**Placement by cell class**

(4 px per um) Fill, decap, tap and diode cells in gray.
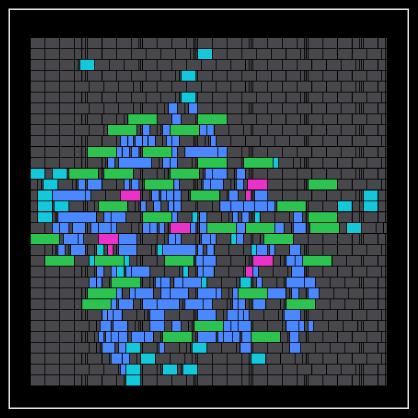
**PDN straps and rails**

(4 px per um) Pins as bars on the die edge. Tap cells in gray.
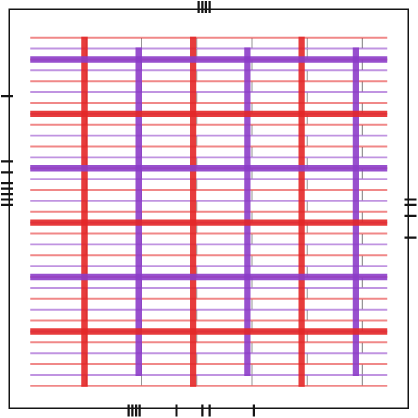
===== config.mk =====
export PLATFORM = sky130hd
export DESIGN_NAME = run_detect_sched_flat
export DESIGN_NICKNAME = d
export VERILOG_FILES = /design/src/rtl/run_detect_sched_if.sv /design/src/rtl/run_detect_sched.sv /design/src/flat_wrapper.sv
export SDC_FILE = /design/constraint.sdc
export NUM_CORES = 1
export LEC_CHECK = 0
export CAP_MARGIN = 20
export CORE_MARGIN = 5
export CORE_UTILIZATION = 24
export DETAILED_ROUTE_END_ITERATION = 10
export GPL_TIMING_DRIVEN = 0
export SYNTH_ARGS = -nofsm -noshare
export SYNTH_HDL_FRONTEND = slang
export SYNTH_SLANG_ARGS = --single-unit

===== constraint.sdc =====
create_clock -name clk -period 3.7 [get_ports clk]
set_input_delay 0.74 -clock clk [delete_from_list [all_inputs] [get_ports clk]]
set_output_delay 0.74 -clock clk [all_outputs]
set_load 0.05 [all_outputs]

===== src/rtl/run_detect_sched_if.sv =====
// Bus between the per-channel serial front-ends, the run-detect scheduler and the event collector.
interface run_detect_sched_if #(
    parameter int unsigned N_CH = 4,
    parameter int unsigned CW   = $clog2(N_CH)
);
    logic [N_CH-1:0] req_valid;
    logic [N_CH-1:0] req_bit;
    logic [N_CH-1:0] req_ready;
    logic [N_CH-1:0] ch_clear;
    logic            out_valid;
    logic [CW-1:0]   out_ch;
    logic            out_x;
    logic            out_y;
    logic            busy;

    // Front-end / collector side
    modport master (
        output req_valid, req_bit, ch_clear,
        input  req_ready, out_valid, out_ch, out_x, out_y, busy
    );

    // Scheduler side
    modport slave (
        input  req_valid, req_bit, ch_clear,
        output req_ready, out_valid, out_ch, out_x, out_y, busy
    );
endinterface


===== src/rtl/run_detect_sched.sv =====
// Round-robin time-shared run detector: one detection datapath serves N_CH bit streams,
// with per-channel detector context saved on STORE and restored on LOAD.
module run_detect_sched #(
    parameter int unsigned N_CH  = 4,
    parameter int unsigned BURST = 4
) (
    input  logic                 clk,
    input  logic                 resetn,
    run_detect_sched_if.slave    bus
);
    localparam int unsigned CW = $clog2(N_CH);
    localparam int unsigned BW = 4;

    typedef enum logic [1:0] {
        S_IDLE  = 2'd0,
        S_LOAD  = 2'd1,
        S_RUN   = 2'd2,
        S_STORE = 2'd3
    } state_e;

    typedef struct packed {
        logic       vld;
        logic       last;
        logic [1:0] run;
    } ctx_t;

    state_e              state_q, state_d;
    logic [CW-1:0]       g_q, g_d;
    logic [CW-1:0]       ptr_q, ptr_d;
    ctx_t [N_CH-1:0]     ctx_q, ctx_d;
    ctx_t                w_q, w_d;
    logic [BW-1:0]       cnt_q, cnt_d;
    logic                out_valid_q, out_valid_d;
    logic [CW-1:0]       out_ch_q, out_ch_d;
    logic                out_x_q, out_x_d;
    logic                out_y_q, out_y_d;

    logic                grant_found;
    logic [CW-1:0]       grant_idx;
    int unsigned         arb_sum;
    logic [CW-1:0]       arb_cand;
    logic [N_CH-1:0]     ready_c;
    logic                clr_g;
    logic                eff_vld;
    logic [1:0]          run_n;

    // Cyclic priority search: first valid channel at or after ptr
    always_comb begin
        grant_found = 1'b0;
        grant_idx   = '0;
        arb_sum     = 0;
        arb_cand    = '0;
        for (int unsigned k = 0; k < N_CH; k++) begin
            arb_sum = 32'(ptr_q) + k;
            if (arb_sum >= N_CH) begin
                arb_sum = arb_sum - N_CH;
            end
            arb_cand = CW'(arb_sum);
            if (!grant_found && bus.req_valid[arb_cand]) begin
                grant_found = 1'b1;
                grant_idx   = arb_cand;
            end
        end
    end

    // Next-state, context save/restore and detection
    always_comb begin
        state_d     = state_q;
        g_d         = g_q;
        ptr_d       = ptr_q;
        ctx_d       = ctx_q;
        w_d         = w_q;
        cnt_d       = cnt_q;
        out_valid_d = 1'b0;
        out_ch_d    = '0;
        out_x_d     = 1'b0;
        out_y_d     = 1'b0;
        ready_c     = '0;
        clr_g       = bus.ch_clear[g_q];
        eff_vld     = w_q.vld & ~clr_g;
        run_n       = 2'd1;

        case (state_q)
            S_IDLE: begin
                if (grant_found) begin
                    g_d     = grant_idx;
                    state_d = S_LOAD;
                end
            end
            S_LOAD: begin
                w_d = ctx_q[g_q];
                if (clr_g) begin
                    w_d.vld = 1'b0;
                end
                cnt_d   = '0;
                state_d = S_RUN;
            end
            S_RUN: begin
                ready_c[g_q] = 1'b1;
                if (bus.req_valid[g_q]) begin
                    if (eff_vld && (bus.req_bit[g_q] == w_q.last)) begin
                        run_n = (w_q.run == 2'd3) ? 2'd3 : (w_q.run + 2'd1);
                    end
                    w_d.vld     = 1'b1;
                    w_d.last    = bus.req_bit[g_q];
                    w_d.run     = run_n;
                    out_valid_d = 1'b1;
                    out_ch_d    = g_q;
                    out_x_d     = (run_n >= 2'd2);
                    out_y_d     = (run_n == 2'd3);
                    cnt_d       = cnt_q + BW'(1);
                    if ((cnt_q + BW'(1)) == BW'(BURST)) begin
                        state_d = S_STORE;
                    end
                end else begin
                    if (clr_g) begin
                        w_d.vld = 1'b0;
                    end
                    state_d = S_STORE;
                end
            end
            S_STORE: begin
                ctx_d[g_q] = w_q;
                if (clr_g) begin
                    w_d.vld = 1'b0;
                end
                ptr_d   = (g_q == CW'(N_CH - 1)) ? '0 : (g_q + CW'(1));
                state_d = S_IDLE;
            end
            default: begin
                state_d = S_IDLE;
            end
        endcase

        // A clear always wins over a context write-back in the same cycle
        for (int unsigned i = 0; i < N_CH; i++) begin
            if (bus.ch_clear[i]) begin
                ctx_d[i].vld = 1'b0;
            end
        end
    end

    // State and datapath registers, synchronous active-low reset
    always_ff @(posedge clk) begin
        if (!resetn) begin
            state_q     <= S_IDLE;
            g_q         <= '0;
            ptr_q       <= '0;
            ctx_q       <= '0;
            w_q         <= '0;
            cnt_q       <= '0;
            out_valid_q <= 1'b0;
            out_ch_q    <= '0;
            out_x_q     <= 1'b0;
            out_y_q     <= 1'b0;
        end else begin
            state_q     <= state_d;
            g_q         <= g_d;
            ptr_q       <= ptr_d;
            ctx_q       <= ctx_d;
            w_q         <= w_d;
            cnt_q       <= cnt_d;
            out_valid_q <= out_valid_d;
            out_ch_q    <= out_ch_d;
            out_x_q     <= out_x_d;
            out_y_q     <= out_y_d;
        end
    end

    assign bus.req_ready = ready_c;
    assign bus.out_valid = out_valid_q;
    assign bus.out_ch    = out_ch_q;
    assign bus.out_x     = out_x_q;
    assign bus.out_y     = out_y_q;
    assign bus.busy      = (state_q != S_IDLE);

endmodule


===== src/flat_wrapper.sv =====
// flat-port wrapper written by rule: the top's interface ports become plain ports
module run_detect_sched_flat 
#(
    parameter int unsigned N_CH  = 4,
    parameter int unsigned BURST = 4
)
  (clk, resetn, bus_req_valid, bus_req_bit, bus_ch_clear, bus_req_ready, bus_out_valid, bus_out_ch, bus_out_x, bus_out_y, bus_busy);
  run_detect_sched_if #(.N_CH(N_CH)) bus_i ();
  input  logic clk;
  input  logic resetn;
  input wire logic [$bits(bus_i.req_valid)-1:0] bus_req_valid;
  input wire logic [$bits(bus_i.req_bit)-1:0] bus_req_bit;
  input wire logic [$bits(bus_i.ch_clear)-1:0] bus_ch_clear;
  output wire logic [$bits(bus_i.req_ready)-1:0] bus_req_ready;
  output wire logic [$bits(bus_i.out_valid)-1:0] bus_out_valid;
  output wire logic [$bits(bus_i.out_ch)-1:0] bus_out_ch;
  output wire logic [$bits(bus_i.out_x)-1:0] bus_out_x;
  output wire logic [$bits(bus_i.out_y)-1:0] bus_out_y;
  output wire logic [$bits(bus_i.busy)-1:0] bus_busy;
  assign bus_i.req_valid = bus_req_valid;
  assign bus_i.req_bit = bus_req_bit;
  assign bus_i.ch_clear = bus_ch_clear;
  assign bus_req_ready = bus_i.req_ready;
  assign bus_out_valid = bus_i.out_valid;
  assign bus_out_ch = bus_i.out_ch;
  assign bus_out_x = bus_i.out_x;
  assign bus_out_y = bus_i.out_y;
  assign bus_busy = bus_i.busy;
  run_detect_sched #(.N_CH(N_CH), .BURST(BURST)) u_core (.clk(clk), .resetn(resetn), .bus(bus_i));
endmodule

==> results.tsv <==
stage	metric	value	unit
final_layout	area.combinational	1120	um^2
cts	clock_tree.buffer_depth	2	
logic_synthesis	synth.comb.largest_family	simple AND/OR/NAND/NOR gates	
power	cellLeakagePower	0.000804	uW
power	ir_drop	0.237	mV
grt	grt_busiest_layer	met2	
logic_synthesis	enable_flop_cells	0	
logic_synthesis	synth-xor-area-share	0.457	%
setup_path	worst_r2r_path_cells	7	
cts	worst_skew_pair.late_latency	280	ps
timing	rsz0062_at_grt	false	
grt	grt_util_met2	16.6	%
drt	routed_wl	4.90	mm
logic_synthesis	yosys_cells	220	
logic_synthesis	postSynth.asyncResetShare	0	%
grt	grt_max_degree	11	
logic_synthesis	number_of_flip_flops_and_latches_in_the_synthesized_netlist	35	
placed_design	port_buffers	23	
setup_path	crit_path_end	bus_req_ready[1]	
final_layout	n_all_inverters	12	
die	io_pins	24	
grt	grt_pass1_wl	8.40	mm
setup_path	worstPathCellList	clkbuf_1, buf_2, inv_1, ha_1, and2_1, clkdlybuf4s50_1	
cts	postCtsSetupRepairBufs	0	
cts	clock_tree.htree_level_count	2	
final_layout	biggestCellCategory	combinational gates	
cts	reg_clk_slew_reported_paths	70	ps
setup_path	regToRegEndpoint	u_core.ctx_q[3]$_SDFFE_PP0P_	
placed_design	gp_congestion	0.744	
job	stage_log_warnings	34	
final_layout	final_net_count	275	
drt	number_of_vias_per_cell	4.86	
final_layout	logic_gates	160	
timing	max_slew.worst_pin.slew	666	ps
die	die-width	99.4	um
final_layout	layout.buffer.nonclock.area_share	12.1	%
final_layout	flops	35	
final_layout	layout.clock_buffers	7	
logic_synthesis	synthesis.nets	245	
cts	cts_num_sinks	35	
logic_synthesis	yosysChipArea	1920	um^2
cts	tritoncts	done	
final_layout	clockNetworkAreaShare	3.45	%
logic_synthesis	synth.largest_area_cell	dfxtp_1	
logic_synthesis	synthTopCellsByArea	dfxtp_1, ha_1, a21oi_1	
drt	detailedRoute.firstIterationViolations	89	
timing	share_of_the_clock_period_used_by_the_worst_path_after_layout	87.5	%
setup_path	start_kind	register	
final_layout	seq_area	701	um^2
setup_path	worst-endpoint-arrival	2500	ps
setup_path	crit_slowest_cell	clkdlybuf4s50_1	
setup_path	crit_path_max_fanout	10	
final_layout	largest_register_ffs	16	
final_layout	top_regs	u_core.ctx_q (16), u_core.cnt_q (4), u_core.w_q (4)	
die	dieHeight	99.4	um
setup_path	ff_to_ff_start	u_core.g_q[1]$_SDFFE_PN0P_	
final_layout	area_growth	22.9	%
final_layout	top_register	u_core.ctx_q	
final_layout	layout-drive-gt1-share	6.77	%
final_layout	sh_comb_area	47.4	%
setup_path	cp-end-kind	output port	
timing	fin_worst_skew	3.89	ps
setup_path	setup.worst_path.start	u_core.g_q[1]$_SDFFE_PN0P_	
timing	worst_slack	464	ps
job	maxCapViolCount	0	
die	fp_util	24.7	%
logic_synthesis	ys_sh_aoi	16.8	%
drt	vias	1717	
logic_synthesis	total_number_of_yosys_warnings	0	
timing	layout_min_cycle_time	3240	ps
logic_synthesis	yosys.cell_count.top_type	dfxtp_1	
logic_synthesis	yosys_top_cell_area_share	36.5	%
run_status	run_status	completed	
drt	met2RoutedLength	2.27	mm
setup_path	worst-endpoint-required	2960	ps
cts	cts_root_buf	clkbuf_8	
grt	number_of_global_route_vias_before_repair	1688	
setup_path	regToRegSetupSlack	1730	ps
setup_path	worst_path_largest_cell_delay	700	ps
timing	timing.fmax	309	MHz
logic_synthesis	number_of_standard_cells_after_synthesis	220	
drt	detail_route.drc_violations	0	
drt	maxUsedRoutingLayer	met4	
Notes on 'placement by cell class' above:
blue -> combinational and other logic  # cells 172, share of their area 52%
cyan -> other buffers and delay cells  # cells 36, share of their area 13%
green -> flops  # cells 35, share of their area 31%
magenta -> clock drivers and dummy loads  # cells 8, share of their area 3.6%

Notes on 'PDN straps and rails' above:
red -> VSS
purple -> VDD
met4 straps = 6
rows = 32
met1 rails = 33
tap cells = 102

==> worst min path at each step <==
stage / startpoint / endpoint / slack, ps / depth (start not counted)
2_1_floorplan: u_core.ctx_q[10]$_SDFFE_PN0P_ / u_core.ctx_q[10]$_SDFFE_PN0P_ / 430 / 2
3_3_place_gp: u_core.ctx_q[9]$_SDFFE_PN0P_ / u_core.ctx_q[9]$_SDFFE_PN0P_ / 440 / 2
3_5_place_dp: u_core.ctx_q[4]$_SDFFE_PN0P_ / u_core.ctx_q[4]$_SDFFE_PN0P_ / 450 / 2
4_1_cts: u_core.ctx_q[4]$_SDFFE_PN0P_ / u_core.ctx_q[4]$_SDFFE_PN0P_ / 460 / 2
5_1_grt: u_core.ctx_q[12]$_SDFFE_PN0P_ / u_core.ctx_q[12]$_SDFFE_PN0P_ / 470 / 2
6_report: u_core.ctx_q[6]$_SDFFE_PN0P_ / u_core.ctx_q[6]$_SDFFE_PN0P_ / 460 / 2
==> metrics by stage <==
| stage | area [um^2] | std cells | total power, uW | hold slack, ps |
|---|---|---|---|---|
| floorplan | 1920 | 220 | 838 | 433 |
| global placement | 2280 | 345 | 993 | 440 |
| detailed placement | 2280 | 345 | 998 | 451 |
| CTS | 2360 | 353 | 1270 | 461 |
| global route | 2360 | 353 | 1350 | 474 |
| finish | 2360 | 353 | 1260 | 458 |
==> critical path, delay by kind of cell (launching register included) <==
family	cells	cell delay (ps)
buffers and inverters	4	1410
DFF	1	360
and+or+nand+nor	1	190
adders and majority gates	1	260
==> report_power, final <==
group / total [uW] / internal (uW) / switching [uW]
clock network: 265 / 132 / 133
logic: 531 / 196 / 335
registers: 460 / 419 / 40.8
total: 1260 / 747 / 509
Power figures rest on the tool's default switching activity, not on a simulated workload.
